$ cat src/rtl/frame_reduce_accum_pkg.sv
// Shared types for the frame reduction accumulator: FSM states, the per-frame
// result record and the single-beat AND/OR/XOR reduction.
package frame_reduce_pkg;

   localparam int unsigned MAX_DATA_W = 64;
   localparam int unsigned MAX_CNT_W  = 32;

   typedef enum logic {
      ACCUM = 1'b0,
      HOLD  = 1'b1
   } state_t;

   typedef struct packed {
      logic b_and;
      logic b_or;
      logic b_xor;
   } beat_red_t;

   typedef struct packed {
      logic                 all_ones;
      logic                 any_one;
      logic                 parity;
      logic                 parity_err;
      logic [MAX_CNT_W-1:0] count;
      logic                 count_sat;
   } frame_result_t;

   // Bits at or above 'width' are ignored, so zero-extension cannot break the AND.
   function automatic beat_red_t beat_reduce(input logic [MAX_DATA_W-1:0] data,
                                             input int unsigned           width);
      beat_red_t r;
      r.b_and = 1'b1;
      r.b_or  = 1'b0;
      r.b_xor = 1'b0;
      for (int unsigned i = 0; i < MAX_DATA_W; i++) begin
         if (i < width) begin
            r.b_and = r.b_and & data[i];
            r.b_or  = r.b_or  | data[i];
            r.b_xor = r.b_xor ^ data[i];
         end
      end
      return r;
   endfunction

endpackage

$ cat src/rtl/frame_reduce_accum_if.sv
// Beat input stream and result record output of the frame reduction accumulator.
// Handshake: a transfer happens on a rising edge where valid && ready; the source
// holds its payload stable while valid && !ready, and ready never depends on valid.
interface frame_reduce_accum_if #(
   parameter int unsigned DATA_W = 8,
   parameter int unsigned CNT_W  = 16
);
   logic              s_valid;
   logic              s_ready;
   logic [DATA_W-1:0] s_data;
   logic              s_last;
   logic              s_par_exp;
   logic              m_valid;
   logic              m_ready;
   logic              m_all_ones;
   logic              m_any_one;
   logic              m_parity;
   logic              m_parity_err;
   logic [CNT_W-1:0]  m_count;
   logic              m_count_sat;

   modport master (
      output s_valid, s_data, s_last, s_par_exp, m_ready,
      input  s_ready, m_valid, m_all_ones, m_any_one, m_parity, m_parity_err,
             m_count, m_count_sat
   );

   modport slave (
      input  s_valid, s_data, s_last, s_par_exp, m_ready,
      output s_ready, m_valid, m_all_ones, m_any_one, m_parity, m_parity_err,
             m_count, m_count_sat
   );
endinterface

$ cat src/rtl/frame_reduce_accum.sv
// Folds AND/OR/XOR reductions of every beat of a frame into one result record,
// then holds that record until the consumer takes it.
module frame_reduce_accum
   import frame_reduce_pkg::*;
#(
   parameter int unsigned DATA_W     = 8,
   parameter int unsigned CNT_W      = 16,
   parameter bit          PARITY_ODD = 1'b0
) (
   input  logic                  clk,
   input  logic                  rst_n,
   frame_reduce_accum_if.slave   bus,
   output state_t                o_state
);

   localparam logic [CNT_W-1:0] CNT_MAX = '1;

   state_t            r_state;
   logic              r_s_ready;
   logic              r_m_valid;
   logic              r_acc_and;
   logic              r_acc_or;
   logic              r_acc_xor;
   logic [CNT_W-1:0]  r_cnt;
   frame_result_t     r_res;

   logic                  w_accept;
   logic [MAX_DATA_W-1:0] w_data_ext;
   beat_red_t             w_beat;
   logic                  w_and;
   logic                  w_or;
   logic                  w_xor;
   logic [CNT_W-1:0]      w_cnt_nxt;
   logic                  w_unused_cnt_hi;

   assign w_accept   = bus.s_valid && r_s_ready;
   assign w_data_ext = MAX_DATA_W'(bus.s_data);
   assign w_beat     = beat_reduce(w_data_ext, DATA_W);
   assign w_and      = r_acc_and & w_beat.b_and;
   assign w_or       = r_acc_or  | w_beat.b_or;
   assign w_xor      = r_acc_xor ^ w_beat.b_xor;
   // Counter sticks at all-ones; reaching it is what marks saturation.
   assign w_cnt_nxt  = (r_cnt == CNT_MAX) ? r_cnt : r_cnt + 1'b1;

   always_ff @(posedge clk or negedge rst_n) begin
      if (!rst_n) begin
         r_state   <= ACCUM;
         r_s_ready <= 1'b0;
         r_m_valid <= 1'b0;
         r_acc_and <= 1'b1;
         r_acc_or  <= 1'b0;
         r_acc_xor <= 1'b0;
         r_cnt     <= '0;
         r_res     <= '0;
      end else begin
         case (r_state)
            ACCUM: begin
               r_s_ready <= 1'b1;
               if (w_accept) begin
                  if (bus.s_last) begin
                     r_res.all_ones   <= w_and;
                     r_res.any_one    <= w_or;
                     r_res.parity     <= w_xor;
                     r_res.parity_err <= ((w_xor ^ bus.s_par_exp) != PARITY_ODD);
                     r_res.count      <= MAX_CNT_W'(w_cnt_nxt);
                     r_res.count_sat  <= (w_cnt_nxt == CNT_MAX);
                     r_m_valid        <= 1'b1;
                     r_s_ready        <= 1'b0;
                     r_state          <= HOLD;
                     r_acc_and        <= 1'b1;
                     r_acc_or         <= 1'b0;
                     r_acc_xor        <= 1'b0;
                     r_cnt            <= '0;
                  end else begin
                     r_acc_and <= w_and;
                     r_acc_or  <= w_or;
                     r_acc_xor <= w_xor;
                     r_cnt     <= w_cnt_nxt;
                  end
               end
            end
            HOLD: begin
               // Ready returns only after the record leaves: one bubble between frames.
               if (bus.m_ready) begin
                  r_m_valid <= 1'b0;
                  r_s_ready <= 1'b1;
                  r_state   <= ACCUM;
               end
            end
            default: begin
               r_state   <= ACCUM;
               r_s_ready <= 1'b0;
               r_m_valid <= 1'b0;
            end
         endcase
      end
   end

   assign bus.s_ready      = r_s_ready;
   assign bus.m_valid      = r_m_valid;
   assign bus.m_all_ones   = r_res.all_ones;
   assign bus.m_any_one    = r_res.any_one;
   assign bus.m_parity     = r_res.parity;
   assign bus.m_parity_err = r_res.parity_err;
   assign bus.m_count      = r_res.count[CNT_W-1:0];
   assign bus.m_count_sat  = r_res.count_sat;
   assign o_state          = r_state;

   // The record's count field is wider than CNT_W; its upper bits are always zero.
   assign w_unused_cnt_hi  = ^r_res.count;

endmodule

$ cat src/flat_wrapper.sv
// flat-port wrapper written by rule: the top's interface ports become plain ports
module frame_reduce_accum_flat import frame_reduce_pkg::*;
#(
   parameter int unsigned DATA_W     = 8,
   parameter int unsigned CNT_W      = 16,
   parameter bit          PARITY_ODD = 1'b0
)
  (clk, rst_n, o_state, bus_s_valid, bus_s_data, bus_s_last, bus_s_par_exp, bus_m_ready, bus_s_ready, bus_m_valid, bus_m_all_ones, bus_m_any_one, bus_m_parity, bus_m_parity_err, bus_m_count, bus_m_count_sat);
  frame_reduce_accum_if #(.DATA_W(DATA_W), .CNT_W(CNT_W)) bus_i ();
  input  logic clk;
  input  logic rst_n;
  output state_t o_state;
  input wire logic [$bits(bus_i.s_valid)-1:0] bus_s_valid;
  input wire logic [$bits(bus_i.s_data)-1:0] bus_s_data;
  input wire logic [$bits(bus_i.s_last)-1:0] bus_s_last;
  input wire logic [$bits(bus_i.s_par_exp)-1:0] bus_s_par_exp;
  input wire logic [$bits(bus_i.m_ready)-1:0] bus_m_ready;
  output wire logic [$bits(bus_i.s_ready)-1:0] bus_s_ready;
  output wire logic [$bits(bus_i.m_valid)-1:0] bus_m_valid;
  output wire logic [$bits(bus_i.m_all_ones)-1:0] bus_m_all_ones;
  output wire logic [$bits(bus_i.m_any_one)-1:0] bus_m_any_one;
  output wire logic [$bits(bus_i.m_parity)-1:0] bus_m_parity;
  output wire logic [$bits(bus_i.m_parity_err)-1:0] bus_m_parity_err;
  output wire logic [$bits(bus_i.m_count)-1:0] bus_m_count;
  output wire logic [$bits(bus_i.m_count_sat)-1:0] bus_m_count_sat;
  assign bus_i.s_valid = bus_s_valid;
  assign bus_i.s_data = bus_s_data;
  assign bus_i.s_last = bus_s_last;
  assign bus_i.s_par_exp = bus_s_par_exp;
  assign bus_i.m_ready = bus_m_ready;
  assign bus_s_ready = bus_i.s_ready;
  assign bus_m_valid = bus_i.m_valid;
  assign bus_m_all_ones = bus_i.m_all_ones;
  assign bus_m_any_one = bus_i.m_any_one;
  assign bus_m_parity = bus_i.m_parity;
  assign bus_m_parity_err = bus_i.m_parity_err;
  assign bus_m_count = bus_i.m_count;
  assign bus_m_count_sat = bus_i.m_count_sat;
  frame_reduce_accum #(.DATA_W(DATA_W), .CNT_W(CNT_W), .PARITY_ODD(PARITY_ODD)) u_core (.clk(clk), .rst_n(rst_n), .bus(bus_i), .o_state(o_state));
endmodule
$ cat config.mk
export PLATFORM = sky130hd
export DESIGN_NAME = frame_reduce_accum_flat
export DESIGN_NICKNAME = d
export VERILOG_FILES = /design/src/rtl/frame_reduce_accum_pkg.sv /design/src/rtl/frame_reduce_accum_if.sv /design/src/rtl/frame_reduce_accum.sv /design/src/flat_wrapper.sv
export SDC_FILE = /design/constraint.sdc
export NUM_CORES = 1
export LEC_CHECK = 0
export ABC_AREA = 1
export CAP_MARGIN = 10
export CORE_ASPECT_RATIO = 0.8
export CORE_MARGIN = 2
export CORE_UTILIZATION = 53
export DETAILED_ROUTE_END_ITERATION = 7
export PLACE_DENSITY_LB_ADDON = 0.08
export SYNTH_ARGS = -nofsm -noshare
export SYNTH_HDL_FRONTEND = slang
export SYNTH_SLANG_ARGS = --single-unit
export TNS_END_PERCENT = 30
$ cat constraint.sdc
create_clock -name clk -period 1.9 [get_ports clk]
set_input_delay 0.38 -clock clk [delete_from_list [all_inputs] [get_ports clk]]
set_output_delay 0.38 -clock clk [all_outputs]
set_load 0.05 [all_outputs]
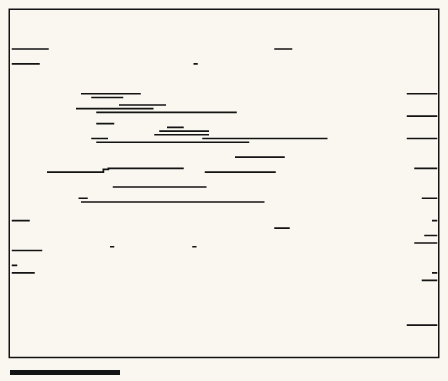
**Above:** run 1 (met3 routing).
Bar = 20 µm.
- wire length on this layer: 306 µm
- longest straight run: 33.1 µm
- share of all routed wire: 5.8%
- nets with wire on the layer: 33

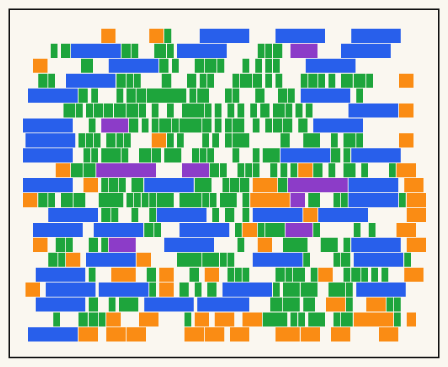
**Above:** run 1 (placement by cell class).
- green: all other logic (cells 245; share of their area 42%)
- blue: flip-flops (cells 43; share of their area 37%)
- purple: clock drivers and dummy loads (cells 8; share of their area 4.7%)
- orange: other buffers and delay cells (cells 51; share of their area 16%)
total core area: 4204 µm²
Core Util, Final: 70.63%
Final Cell Area: 2969 µm²
Site Rows: 21

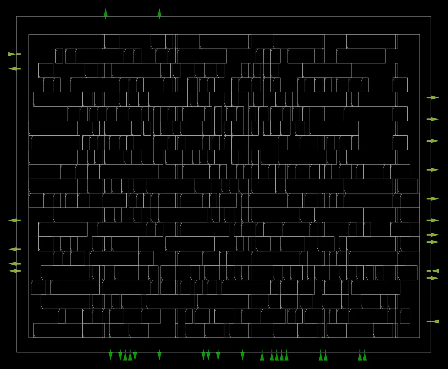
**Above:** run 1 (placement view).
# Taps: 57
fin cells: 404
Filler cells: 345

==> impl_metrics.env, run 1 <==
# implementation run metrics
export IMPL_critical_path_arrival_ns=1.47
export IMPL_syn_area_per_cell_um2=7.872
export IMPL_htree_levels=2
export IMPL_worstReg2RegStart="u_core.r_cnt[1]"
export IMPL_use_met3_pct=3.868
export IMPL_root_buffer="clkbuf_8"
export IMPL_finalHoldViolCount=0
export IMPL_compound_area_share_pct=12.66
export IMPL_ys_sh_mux_pct=0
export IMPL_ys_sh_xor_pct=4.149
export IMPL_grt_start_max_net_pins=24
export IMPL_ys_sh_adder_pct=1.616
export IMPL_logic_family="simple AND/OR/NAND/NOR gates"
export IMPL_fp_utilization_pct=55.24
export IMPL_mostFrequentLayoutCell="nand2_1"
export IMPL_gp_congestion=0.9442
export IMPL_seq_power_uw=1180
export IMPL_reg2reg_depth=11
export IMPL_sw_frac_of_total_pct=37.23
export IMPL_ios=38
export IMPL_die_x_um=78.01
export IMPL_drc=0
export IMPL_crit_required_ns=1.52
export IMPL_path_delay_family="buffers and inverters"
export IMPL_setup_worst_path_end_class="output port"
export IMPL_r2r_slack_ns=0.09
export IMPL_status="completed"
export IMPL_slew_headroom_pct=65.84
export IMPL_first_pass_iters=4
export IMPL_die_area_um2=4930
export IMPL_ctsResizeCount=0
export IMPL_cp_slowest_stage_delay_ns=0.80
export IMPL_p_per_area_nw_per_um2=1082
export IMPL_wl_met2_mm=2.254
export IMPL_drv_cap=0
export IMPL_antenna_cells=0
export IMPL_ys_seq_share_pct=46.39
export IMPL_cts_hold_buffers=0
export IMPL_finalSetupTns_ns=0
export IMPL_synth_cell_types=34
export IMPL_finalMaxSlewViolations=0
export IMPL_drt_met1_wl_mm=2.659
export IMPL_p_switching_uw=1196
export IMPL_ys_chip_area_um2=2322
export IMPL_endpoint="bus_m_count[13]"
export IMPL_p_leak_uw=0.001425
export IMPL_drt_wl_total_mm=5.331
export IMPL_clk_share_pct=4.593
export IMPL_grt_setup_unrepaired="true"
export IMPL_seq_cells=43
export IMPL_vdd_ir_drop_max_v=0.0008933
export IMPL_top_layer="met4"
export IMPL_cp_cell_sequence="clkdlybuf4s50_1"
export IMPL_inv_count=35
export IMPL_logic_gates=210
export IMPL_post_cts_buffers=0
export IMPL_synth_nets=312
export IMPL_yosysWarnings=0
export IMPL_grt_use_met1_pct=33.80
export IMPL_area_growth_pct=27.86
export IMPL_num_vias=2115
export IMPL_netlist_instances=295
export IMPL_comb_area_um2=1077
export IMPL_clock_skew_ns=0.005738
export IMPL_startpoint="u_core.bus.m_count[13]"
export IMPL_layout_top_cells="81 x nand2_1, 42 x dfrtp_1, 32 x inv_1"
export IMPL_reg2reg_to="u_core.bus.m_count_sat"
export IMPL_syn_area_um2=2322
export IMPL_cts_buffer_depth=2
export IMPL_top_area_cell="dfrtp_1"
export IMPL_grt_pass1_vias=1972
export IMPL_period_needed_ns=1.849
export IMPL_dp_cells=396
export IMPL_dp_hpwl_mm=4.064
export IMPL_via_per_inst=5.235
export IMPL_clock_latency_ns=0.30
export IMPL_synth_edff_count=0
export IMPL_fin_crit_sh_pct=97.32
export IMPL_path_buffers=1
export IMPL_power_frac_comb_pct=36.8
export IMPL_final_clkbuf_count=5
export IMPL_ys_sh_simple_pct=27.96
export IMPL_dp_slack_ns=-0.2559
export IMPL_cp_max_fo=2
export IMPL_pwr_share_seq_pct=36.8
export IMPL_power_frac_clock_pct=26.4
export IMPL_async_reset_ff_share_pct=100.0
export IMPL_grt_use_met2_pct=35.02
export IMPL_die_y_um=63.21
export IMPL_seq_share_pct=36.28
export IMPL_path_clk_slew_ns=0.08
export IMPL_p_clk_uw=848
export IMPL_setup_viol=0
export IMPL_cp_depth=1
export IMPL_fmax_mhz=540.8
export IMPL_overflow=0
export IMPL_ys_cells=295
export IMPL_tightest_slew_ns=0.5116
==> run 1: cell usage after synthesis, types with 2 or more instances <==
master,count
a31oi_1,5
nand3_1,17
a21oi_1,5
dfrtp_1,42
inv_1,32
inv_2,2
o21ai_2,2
nor2_4,2
clkbuf_1,5
nand2_1,81
ha_1,3
o22ai_1,7
o21ai_0,20
nand2_2,2
nor2_1,28
nand4_1,7
xnor2_1,4
xor2_1,7
o21ai_1,9
==> run 1: per-stage QoR <==
step	cell area [µm²]	util, %	hold slack, ns
2_1_floorplan	2322	-	0.08441
3_3_place_gp	2825	67.20	0.3640
3_5_place_dp	2825	67.20	0.3688
4_1_cts	2962	70.45	0.04453
5_1_grt	2969	70.63	0.06552
6_report	2969	70.63	0.02875
==> run 1 -> run 2 <==
--- a/config.mk
+++ b/config.mk
@@ -11,6 +11,7 @@
 export CORE_MARGIN = 2
 export CORE_UTILIZATION = 53
 export DETAILED_ROUTE_END_ITERATION = 7
+export GPL_TIMING_DRIVEN = 0
 export PLACE_DENSITY_LB_ADDON = 0.08
 export SYNTH_ARGS = -nofsm -noshare
 export SYNTH_HDL_FRONTEND = slang
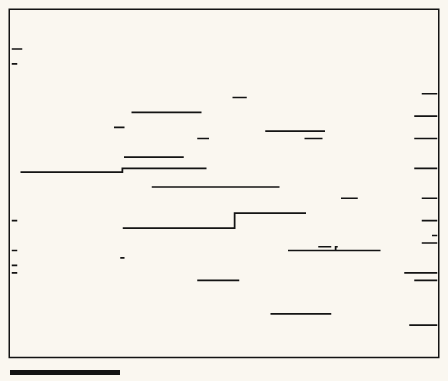
**Above:** run 2 (met3 routing).
Bar = 20 µm.
- longest straight run: 23.0 µm
- wire length on this layer: 218 µm
- nets with wire on the layer: 28

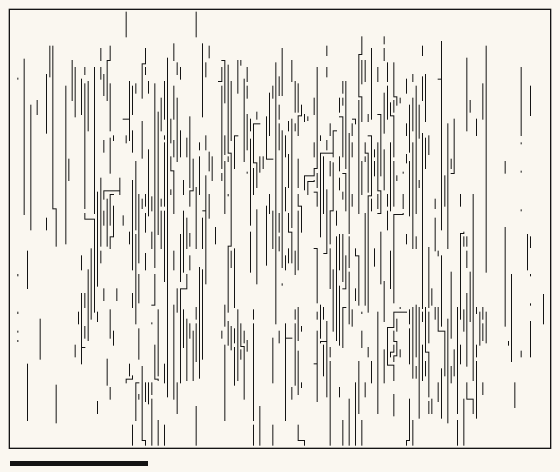
**Above:** run 2 (the metal 2 layer).
Bar = 20 µm.
- nets with wire on the layer: 302
- share of all routed wire: 46%
- wire length on this layer: 2610 µm
M2 GR Usage: 39.98%
via count: 2129
final WL: 5.713 mm

==> run 2 against run 1 <==
Net effect: global-route usage increased by 2.4 points; sequential share of layout area decreased by 0.061 points; routed wire length increased by 7.2%; critical path type unchanged; synthesized area unchanged; utilization increased by 0.12 points; first-iteration DRC count increased by 32%; non-clock buffer count decreased by 1; flip-flop count unchanged; combinational power about the same; largest power group is now combinational logic.
==> impl_metrics.env, run 2 <==
# implementation run metrics
export IMPL_status="completed"
export IMPL_p_leak_uw=0.001377
export IMPL_root_buffer="clkbuf_8"
export IMPL_top_area_cell="dfrtp_1"
export IMPL_vdd_ir_drop_max_v=0.001001
export IMPL_syn_area_per_cell_um2=7.872
export IMPL_core_area_um2=4204
export IMPL_cp_max_fo=3
export IMPL_die_x_um=78.01
export IMPL_row_count=21
export IMPL_mostFrequentLayoutCell="nand2_1"
export IMPL_grt_pass1_vias=2090
export IMPL_finalMaxSlewViolations=0
export IMPL_path_buffers=1
export IMPL_antenna_found_initial=0
export IMPL_post_cts_buffers=1
export IMPL_synth_edff_count=0
export IMPL_dp_cells=390
export IMPL_cp_depth=1
export IMPL_die_area_um2=4930
export IMPL_ctsResizeCount=1
export IMPL_endpoint="o_state"
export IMPL_clock_latency_ns=0.30
export IMPL_synth_top_cell_by_count="nand2_1"
export IMPL_slew_headroom_pct=60.43
export IMPL_overflow=0
export IMPL_ys_cells=295
export IMPL_gp_congestion=0.9527
export IMPL_synth_top_area_share_pct=45.26
export IMPL_final_layout_size_suffix_gt1_share_pct=10.98
export IMPL_compound_area_share_pct=12.66
export IMPL_ys_sh_xor_pct=4.149
export IMPL_grt_setup_unrepaired="true"
export IMPL_async_reset_ff_share_pct=100.0
export IMPL_period_needed_ns=1.860
export IMPL_netlist_instances=295
export IMPL_critPathKind="flip-flop to output port"
export IMPL_tightest_slew_ns=0.5935
export IMPL_ys_sh_simple_pct=27.96
export IMPL_ios=38
export IMPL_drc=0
export IMPL_reg2reg_depth=12
export IMPL_dp_hpwl_mm=4.191
export IMPL_ys_sh_adder_pct=1.616
export IMPL_synth_cell_types=34
export IMPL_synth_nets=312
export IMPL_p_per_area_nw_per_um2=1060
export IMPL_drv_cap=0
export IMPL_layout_top_cells="81 x nand2_1, 42 x dfrtp_1, 34 x clkdlybuf4s50_1"
export IMPL_wl_met2_mm=2.607
export IMPL_ys_seq_share_pct=46.39
export IMPL_clock_skew_ns=0.005920
export IMPL_syn_area_um2=2322
export IMPL_cts_buffers=5
export IMPL_r2r_slack_ns=0.04
export IMPL_reg2reg_to="u_core.bus.m_count_sat"
export IMPL_ys_chip_area_um2=2322
export IMPL_path_delay_family="buffers and inverters"
export IMPL_worstReg2RegStart="u_core.r_cnt[0]"
export IMPL_dpl_cell_area_um2=2779
export IMPL_antenna_cells=0
export IMPL_use_met3_pct=5.444
export IMPL_ys_sh_mux_pct=0
export IMPL_setup_worst_path_end_class="output port"
export IMPL_die_y_um=63.21
export IMPL_first_pass_iters=4
export IMPL_setup_viol=0
export IMPL_fp_utilization_pct=55.24
export IMPL_common_cells="81 x nand2_1, 42 x dfrtp_1, 32 x inv_1"
export IMPL_path_clk_slew_ns=0.08
export IMPL_area_growth_pct=28.07
export IMPL_cts_buffer_depth=2
export IMPL_via_per_inst=5.283
export IMPL_fin_crit_sh_pct=97.89
export IMPL_wl_met3_um=218
export IMPL_startpoint="u_core.o_state"
export IMPL_cp_slowest_stage_delay_ns=0.81
export IMPL_fmax_mhz=537.7
export IMPL_dp_slack_ns=-0.3918
export IMPL_grt_use_met1_pct=36.59
export IMPL_crit_required_ns=1.52
export IMPL_drt_met1_wl_mm=2.837
export IMPL_grt_start_max_net_pins=30
export IMPL_htree_levels=2
export IMPL_cts_hold_buffers=1
export IMPL_yosysWarnings=0
export IMPL_finalSetupTns_ns=0
export IMPL_final_cell_area_um2=2974
export IMPL_cp_cell_sequence="clkdlybuf4s50_1"
export IMPL_top_layer="met4"
export IMPL_hold_slack_ns=0.4840
export IMPL_logic_family="simple AND/OR/NAND/NOR gates"
export IMPL_cts_tree="built"
export IMPL_critical_path_arrival_ns=1.48
export IMPL_finalHoldViolCount=0
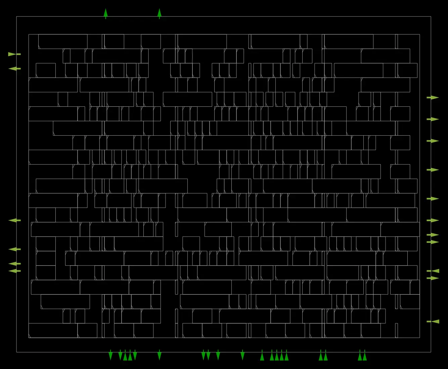
**Above:** run 2 (placement view).
FF+latch count: 43
Filler cells: 351
fin cells: 403
sequential share of cell area: 36.22%
Core Util, Final: 70.74%

## run 2: area by class of cell
class / instances / area (µm²) / share of cell area, %
clock inverters: 2 / 35.03 / 1.178
well taps: 57 / 71.32 / 2.398
plain buffers: 7 / 33.78 / 1.136
flip-flops and latches: 43 / 1077 / 36.22
clock buffers: 6 / 82.58 / 2.777
repair buffers: 43 / 430.4 / 14.47
multi-input cells: 210 / 1110 / 37.32
inverters: 35 / 133.9 / 4.501
## run 2: power breakdown
group,total (µW),switching [µW],leakage (µW),internal [µW]
Clock,753,327,0.0000612,426
Sequential,1190,107,0.000563,1080
Combinational,1210,787,0.000753,427
Total,3150,1220,0.00138,1930
## run 2: kinds of logic after synthesis
group | after synthesis
xor+xnor | 11
fa+ha+maj | 3
buf+inv | 42
flops | 43
compound gates | 51
simple gates | 145
==> run 2 -> run 3 <==
--- a/config.mk
+++ b/config.mk
@@ -9,7 +9,7 @@
 export CAP_MARGIN = 10
 export CORE_ASPECT_RATIO = 0.8
 export CORE_MARGIN = 2
-export CORE_UTILIZATION = 53
+export CORE_UTILIZATION = 55
 export DETAILED_ROUTE_END_ITERATION = 7
 export GPL_TIMING_DRIVEN = 0
 export PLACE_DENSITY_LB_ADDON = 0.08
==> constraint.sdc (replaced) <==
create_clock -name clk -period 2.2 [get_ports clk]
set_input_delay 0.44 -clock clk [delete_from_list [all_inputs] [get_ports clk]]
set_output_delay 0.44 -clock clk [all_outputs]
set_load 0.05 [all_outputs]
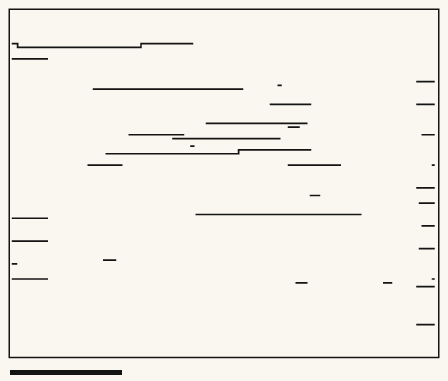
**Above:** run 3 (met3 routing).
Bar = 20 µm.
via count: 2085
final WL: 5.594 mm
GR met3 Demand/Resource: 5.959%

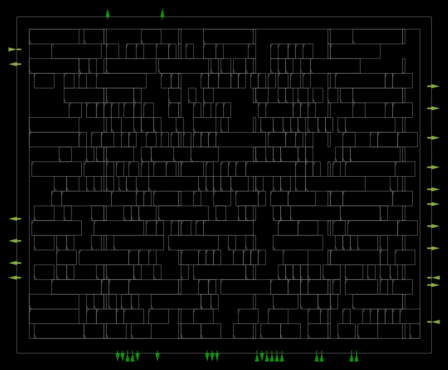
**Above:** run 3 (placement view).
total core area: 4125 µm²
fin cells: 398
sequential share of cell area: 37.10%

==> run 3 against run 2 <==
Net effect: cell count is 1.2% lower; power fell by 15%; first-iteration DRC count up 36%; via count decreased by 2.1%; sequential power fell by about 10%; highest routed layer unchanged.
==> impl_metrics.env, run 3 <==
# implementation run metrics
export IMPL_logic_gates=210
export IMPL_sw_frac_of_total_pct=39.02
export IMPL_async_reset_ff_share_pct=100.0
export IMPL_netlist_instances=295
export IMPL_wl_met3_um=255
export IMPL_seq_power_uw=1020
export IMPL_area_growth_pct=25.05
export IMPL_inv_count=35
export IMPL_compound_area_share_pct=12.66
export IMPL_die_y_um=62.12
export IMPL_maxPowerGroup="sequential cells"
export IMPL_finalSetupTns_ns=0
export IMPL_status="completed"
export IMPL_ys_chip_area_um2=2322
export IMPL_die_x_um=76.65
export IMPL_path_buffers=3
export IMPL_mostFrequentLayoutCell="nand2_1"
export IMPL_ys_sh_simple_pct=27.96
export IMPL_comb_area_um2=1085
export IMPL_ys_sh_xor_pct=4.149
export IMPL_p_int_uw=1631
export IMPL_p_leak_uw=0.001321
export IMPL_wl_met2_mm=2.581
export IMPL_ys_seq_share_pct=46.39
export IMPL_cp_max_fo=10
export IMPL_ys_cells=295
export IMPL_cts_hold_buffers=0
export IMPL_startpoint="bus_s_valid"
export IMPL_power_frac_comb_pct=37.6
export IMPL_clk_share_pct=4.050
export IMPL_dp_cells=390
export IMPL_synth_top_area_share_pct=45.26
export IMPL_tightest_slew_ns=0.6242
export IMPL_cp_slowest_stage_delay_ns=0.48
export IMPL_period_needed_ns=2.034
export IMPL_final_layout_size_suffix_gt1_share_pct=8.798
export IMPL_synth_nets=312
export IMPL_antenna_found_initial=0
export IMPL_final_clkbuf_count=6
export IMPL_p_per_area_nw_per_um2=921.2
export IMPL_ctsResizeCount=0
export IMPL_path_delay_family="buffers and inverters"
export IMPL_row_count=21
export IMPL_r2r_slack_ns=0.26
export IMPL_fin_crit_sh_pct=92.45
export IMPL_ios=38
export IMPL_reg2reg_to="u_core.bus.m_count_sat"
export IMPL_buffer_area_share_pct=14.43
export IMPL_dp_hpwl_mm=4.248
export IMPL_cts_buffer_depth=2
export IMPL_comb_area_share_pct=37.35
export IMPL_slew_headroom_pct=58.39
export IMPL_clock_latency_ns=0.30
export IMPL_fill_cells=345
export IMPL_p_clk_uw=647
export IMPL_p_switching_uw=1044
export IMPL_grt_pass1_vias=2003
export IMPL_setup_viol=0
export IMPL_grt_setup_unrepaired="false"
export IMPL_cts_tree="built"
export IMPL_top_layer="met4"
export IMPL_synth_edff_count=0
export IMPL_critPathKind="primary input to flip-flop"
export IMPL_grt_start_max_net_pins=33
export IMPL_via_per_inst=5.239
export IMPL_yosysWarnings=0
export IMPL_clock_skew_ns=0.006652
export IMPL_syn_area_per_cell_um2=7.872
export IMPL_critical_path_arrival_ns=2.20
export IMPL_seq_cells=43
export IMPL_grt_use_met2_pct=39.49
export IMPL_die_area_um2=4762
export IMPL_layout_top_cells="81 x nand2_1, 42 x dfrtp_1, 36 x clkdlybuf4s50_1"
export IMPL_n_tap_cell=57
export IMPL_combinationalPower_uw=1010
export IMPL_overflow=0
export IMPL_post_cts_buffers=0
export IMPL_largestClassByArea="multi-input combinational cells"
export IMPL_drt_met1_wl_mm=2.694
export IMPL_grt_use_met1_pct=35.97
export IMPL_common_cells="81 x nand2_1, 42 x dfrtp_1, 32 x inv_1"
export IMPL_drv_cap=0
export IMPL_synth_cell_types=34
export IMPL_nonClockBufferCount=45
export IMPL_finalHoldViolCount=0
export IMPL_finalMaxSlewViolations=0
export IMPL_root_buffer="clkbuf_8"
export IMPL_logic_family="simple AND/OR/NAND/NOR gates"
export IMPL_antenna_cells=0
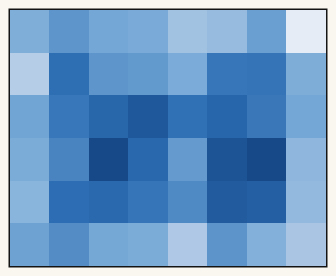
**Above:** run 3 (cell density map).
The die is cut into 8 by 6 equal tiles; white is low, dark blue is high, 0 to 100% covered.
- densest ninth of the die: center
- fullest tile: 90%
- mean over tiles: 60%

-- run 3: netlist changes by cell type in the layout (fill, tap and decap cells not counted), sizes merged --
cell / previous run / this run
dlymetal6s2s: 2 / 0
clkdlybuf4s50: 34 / 36
dlygate4sd3: 1 / 0
buf: 8 / 4
-- run 3: through the flow --
stage	cell area [µm²]	utilization (%)	setup slack (ns)	hold WS [ns]
final	2904	70.40	0.1661	0.002890
after global routing	2904	70.40	0.02463	0.01636
after CTS	2897	70.22	0.1362	0.01535
after detailed placement	2779	67.36	-0.1685	0.3345
after global placement	2764	67.00	-0.4027	0.4632
after floorplan	2322	-	0.5312	0.1444
No activity file was given, so power comes from the tool's default toggle rates.
